**src/rtl/vend_pkg.sv**
```systemverilog
// Shared types and coin values for the vending-machine controller.
package vend_pkg;

   typedef enum logic [1:0] {
      COIN_NONE    = 2'd0,
      COIN_NICKEL  = 2'd1,
      COIN_DIME    = 2'd2,
      COIN_QUARTER = 2'd3
   } coin_t;

   typedef enum logic [1:0] {
      IDLE,
      ACCUM,
      VEND,
      CHANGE
   } state_t;

   localparam int unsigned NICKEL_VAL  = 5;
   localparam int unsigned DIME_VAL    = 10;
   localparam int unsigned QUARTER_VAL = 25;

endpackage

```
**src/rtl/change_selector.sv**
```systemverilog
// Greedy coin picker: the largest coin not exceeding the remaining credit.
// Purely combinational; NICKEL is returned for any credit below a dime.
module change_selector
   import vend_pkg::*;
#(
   parameter int unsigned CREDIT_W = 8
) (
   input  logic [CREDIT_W-1:0] credit,
   output coin_t               coin,
   output logic [CREDIT_W-1:0] value
);

   always_comb begin
      coin  = COIN_NICKEL;
      value = CREDIT_W'(NICKEL_VAL);
      if (credit >= CREDIT_W'(QUARTER_VAL)) begin
         coin  = COIN_QUARTER;
         value = CREDIT_W'(QUARTER_VAL);
      end else if (credit >= CREDIT_W'(DIME_VAL)) begin
         coin  = COIN_DIME;
         value = CREDIT_W'(DIME_VAL);
      end
   end

endmodule

```
**src/rtl/vend_controller.sv**
```systemverilog
// Vending sequencer: accumulates coin credit, vends on request, and pays out
// change or refunds one coin at a time through a req/ack ejector handshake.
module vend_controller
   import vend_pkg::*;
#(
   parameter int unsigned PRICE           = 65,
   parameter int unsigned MAX_CREDIT      = 200,
   parameter int unsigned CREDIT_W        = 8,
   parameter int unsigned DISPENSE_CYCLES = 4
) (
   input  logic                clk,
   input  logic                reset,
   input  logic                dimeDetected,
   input  logic                nickelDetected,
   input  logic                quarterDetected,
   input  logic                selectBtn,
   input  logic                cancelBtn,
   input  logic                ejectAck,
   output logic [CREDIT_W-1:0] credit,
   output logic                dispense,
   output logic                ejectReq,
   output logic [1:0]          ejectCoin,
   output logic                coinReject,
   output logic                busy
);

   localparam int unsigned         CNT_W    = (DISPENSE_CYCLES > 1) ? $clog2(DISPENSE_CYCLES) : 1;
   localparam logic [CREDIT_W-1:0] PRICE_C  = CREDIT_W'(PRICE);
   localparam logic [CREDIT_W:0]   MAX_C    = (CREDIT_W+1)'(MAX_CREDIT);
   localparam logic [CNT_W-1:0]    LAST_CNT = CNT_W'(DISPENSE_CYCLES - 1);

   state_t              state_q, state_d;
   logic [CREDIT_W-1:0] credit_q, credit_d;
   logic [CNT_W-1:0]    cnt_q, cnt_d;
   logic                dispense_q, dispense_d;
   logic                eject_req_q, eject_req_d;
   coin_t               eject_coin_q, eject_coin_d;
   logic                coin_reject_q, coin_reject_d;
   logic                busy_q, busy_d;

   coin_t               sel_coin;
   logic [CREDIT_W-1:0] sel_val;

   logic [1:0]          n_pulse;
   logic [CREDIT_W-1:0] coin_val;
   logic [CREDIT_W:0]   sum;
   logic                coin_ok;
   logic [CREDIT_W-1:0] credit_new;

   change_selector #(
      .CREDIT_W (CREDIT_W)
   ) u_change_selector (
      .credit (credit_q),
      .coin   (sel_coin),
      .value  (sel_val)
   );

   // A coin is taken only when it arrives alone, in a coin-accepting state,
   // and does not push the credit past the ceiling.
   always_comb begin
      n_pulse = {1'b0, dimeDetected} + {1'b0, nickelDetected} + {1'b0, quarterDetected};
      coin_val = '0;
      if (quarterDetected)     coin_val = CREDIT_W'(QUARTER_VAL);
      else if (dimeDetected)   coin_val = CREDIT_W'(DIME_VAL);
      else if (nickelDetected) coin_val = CREDIT_W'(NICKEL_VAL);
      sum     = {1'b0, credit_q} + {1'b0, coin_val};
      coin_ok = ((state_q == IDLE) || (state_q == ACCUM)) && (n_pulse == 2'd1) && (sum <= MAX_C);
   end

   always_comb begin
      state_d       = state_q;
      credit_d      = credit_q;
      cnt_d         = cnt_q;
      dispense_d    = 1'b0;
      eject_req_d   = eject_req_q;
      eject_coin_d  = eject_coin_q;
      coin_reject_d = (n_pulse != 2'd0) && !coin_ok;
      credit_new    = credit_q;

      case (state_q)
         IDLE, ACCUM: begin
            credit_new = coin_ok ? sum[CREDIT_W-1:0] : credit_q;
            credit_d   = credit_new;
            if ((state_q == ACCUM) && cancelBtn) begin
               state_d = CHANGE;
            end else if ((state_q == ACCUM) && selectBtn && (credit_new >= PRICE_C)) begin
               state_d    = VEND;
               cnt_d      = '0;
               dispense_d = 1'b1;
            end else begin
               state_d = (credit_new != '0) ? ACCUM : IDLE;
            end
         end
         VEND: begin
            if (cnt_q == LAST_CNT) begin
               credit_d = credit_q - PRICE_C;
               state_d  = (credit_q != PRICE_C) ? CHANGE : IDLE;
            end else begin
               cnt_d      = cnt_q + 1'b1;
               dispense_d = 1'b1;
            end
         end
         CHANGE: begin
            // Credit is frozen while a request is open, so the selector output
            // still matches the coin currently offered to the ejector.
            if (eject_req_q) begin
               if (ejectAck) begin
                  eject_req_d = 1'b0;
                  credit_d    = credit_q - sel_val;
                  if (credit_q == sel_val) begin
                     state_d      = IDLE;
                     eject_coin_d = COIN_NONE;
                  end
               end
            end else begin
               eject_req_d  = 1'b1;
               eject_coin_d = sel_coin;
            end
         end
         default: state_d = IDLE;
      endcase

      busy_d = (state_d == VEND) || (state_d == CHANGE);
   end

   always_ff @(posedge clk) begin
      if (reset) begin
         state_q       <= IDLE;
         credit_q      <= '0;
         cnt_q         <= '0;
         dispense_q    <= 1'b0;
         eject_req_q   <= 1'b0;
         eject_coin_q  <= COIN_NONE;
         coin_reject_q <= 1'b0;
         busy_q        <= 1'b0;
      end else begin
         state_q       <= state_d;
         credit_q      <= credit_d;
         cnt_q         <= cnt_d;
         dispense_q    <= dispense_d;
         eject_req_q   <= eject_req_d;
         eject_coin_q  <= eject_coin_d;
         coin_reject_q <= coin_reject_d;
         busy_q        <= busy_d;
      end
   end

   assign credit     = credit_q;
   assign dispense   = dispense_q;
   assign ejectReq   = eject_req_q;
   assign ejectCoin  = eject_coin_q;
   assign coinReject = coin_reject_q;
   assign busy       = busy_q;

endmodule
```
**config.mk**
```make
export PLATFORM = sky130hd
export DESIGN_NAME = vend_controller
export DESIGN_NICKNAME = d
export VERILOG_FILES = /design/src/rtl/vend_pkg.sv /design/src/rtl/change_selector.sv /design/src/rtl/vend_controller.sv
export SDC_FILE = /design/constraint.sdc
export NUM_CORES = 1
export LEC_CHECK = 0
export CAP_MARGIN = 20
export CORE_MARGIN = 5
export CORE_UTILIZATION = 40
export DETAILED_ROUTE_END_ITERATION = 6
export HOLD_SLACK_MARGIN = 0.15
export SLEW_MARGIN = 30
export SYNTH_ARGS = -nofsm -noshare
export SYNTH_HDL_FRONTEND = slang
export SYNTH_SLANG_ARGS = --single-unit
export TNS_END_PERCENT = 10
```
**constraint.sdc**
```tcl
create_clock -name clk -period 3.9 [get_ports clk]
set_input_delay 1.17 -clock clk [delete_from_list [all_inputs] [get_ports clk]]
set_output_delay 1.17 -clock clk [all_outputs]
set_load 0.01 [all_outputs]
```
**Wiring heat map**

Scale bar: 20 um. 15 x 15 tiles, from dark blue (low) to red (high), scaled to the fullest tile. Values are wire area over tile area, all layers added.
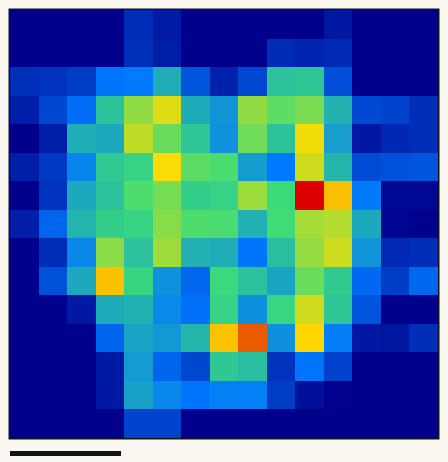
The densest ninth of the die: centre. The fullest tile reaches 0.55. The emptiest ninth of the die: lower left. 15% of the tiles are over half the peak. The mean over all tiles is 0.13.
aggregate global-route resource usage: 15.7%
WL per Instance: 15.2 um
total length of routed wires: 5030 um

**Routing congestion map**

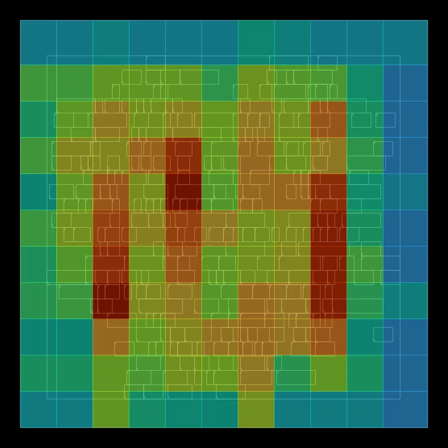
final core utilization: 55.3%
global routing usage on met1: 22.9%

**Cell classes on the final placement**

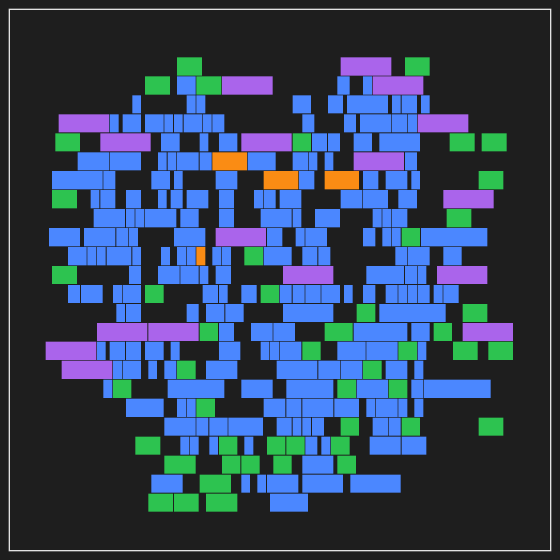
Key: clock drivers and dummy loads = orange [cells 4]; other buffers and delay cells = green [cells 48]; flip-flops = purple [cells 17]; all other logic = blue [cells 210]
placeable core region: 4380 um^2
Placement Rows: 24
Post-Layout Inst Area: 2420 um^2

**Cell area per tile**

Scale bar: 20 um. 8 x 8 tiles, from dark blue (low) to red (high), 0 to 100% covered.
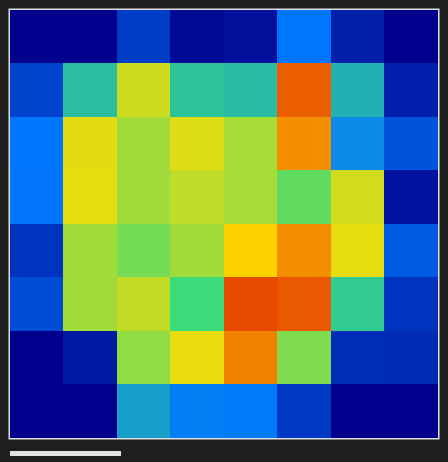
The mean over all tiles is 39%. 11% of the tiles are over 75% full. The densest ninth of the die: centre. The fullest tile reaches 92%.

**Cell sizes after repair**

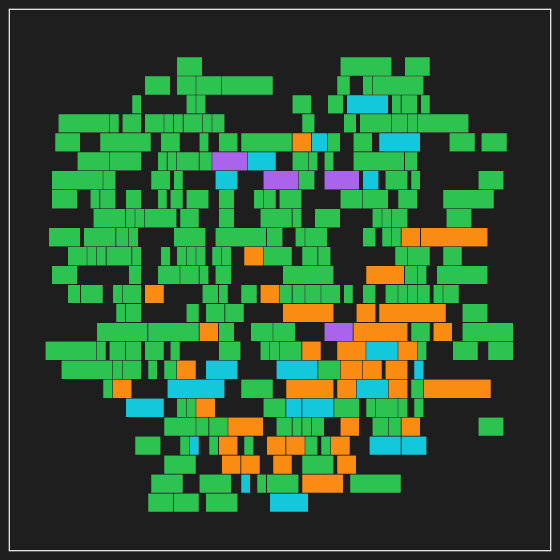
Key: drive 3 to 4 = orange [cells 38, share 14%]; drive 1 or less = green [cells 217, share 78%]; drive 2 = cyan [cells 20, share 7.2%]; drive 6 and up = purple [cells 4, share 1.4%]

==> job_summary.md <==
## PnR job results

| Metric | Value |
|---|---|
| Post-route non-filler standard cell count | 331 |
| HPWL after detailed placement | 3700 um |
| Floorplan Nets | around 260 |
| Library cell occupying the most area in the post-synthesis netlist | sky130_fd_sc_hd__dfxtp_1 |
| Result of the run | finished, final reports clean |
| Part of the total power dissipated in combinational logic | 78.3% |
| Antenna violations before repair | 0 |
| Final period util | 94.1% |
| 1st-iter DRT viols | about 110 |
| TritonCTS clock tree | done |
| Cell occurring most often along the worst timing path | sky130_fd_sc_hd__nand2_1 |
| Count of clock tree sinks | 17 |
| Remaining global-route overflow | 0 |
| CTS Root Cell | sky130_fd_sc_hd__clkbuf_8 |
| Sequential cell area share | 14.0% |
| Sequential fraction of the synthesis area | 18.7% |
| AND-OR/OR-AND Cells, Area Fraction | between 20 and 30% |
| Area fraction in and, or, nand and nor cells after synthesis | between 20 and 25% |
| RePlAce Congestion | 0.862 |
| DRC Markers | 0 |
| Hold Crit Depth | 2 |
| Count of input and output buffers | 21 |
| Effective utilization at floorplan | 41.5% |
| Critical path endpoint category | flop |
| Multi-input logic area | about 1500 um^2 |
| Hold_ws | approximately 520 ps |
| Detail Route met3 WL | around 300 um |
| Number of levels in the clock H-tree | 1 |
| Fin crit period | 3670 ps |
| Max Freq | 0.272 GHz |
| Worst Hold Path EP | cnt_q[1]$_SDFFE_PP0P_ |
| Slew of the pin with the lowest slew margin | 855 ps |
| Detailed route wirelength on metal2 | 2210 um |
| Logic inverters | 23 |
| Clock skew | 3.15 ps |
| Largest power group | combinational cells |
| Most congested layer reported by global routing | met2 |
| Area fraction of clock buffers and clock inverters | 1.86% |
| Place WS | -314 ps |
| Biggest combinational cell group after synthesis | AND-OR/OR-AND gates |
| Nets | 307 |
| Critical R2R Launch | credit[0]$_SDFFE_PP0P_ |
| Maximum resistive drop on vdd | 0.000660 V |
Power is estimated from default activity; no workload was simulated.
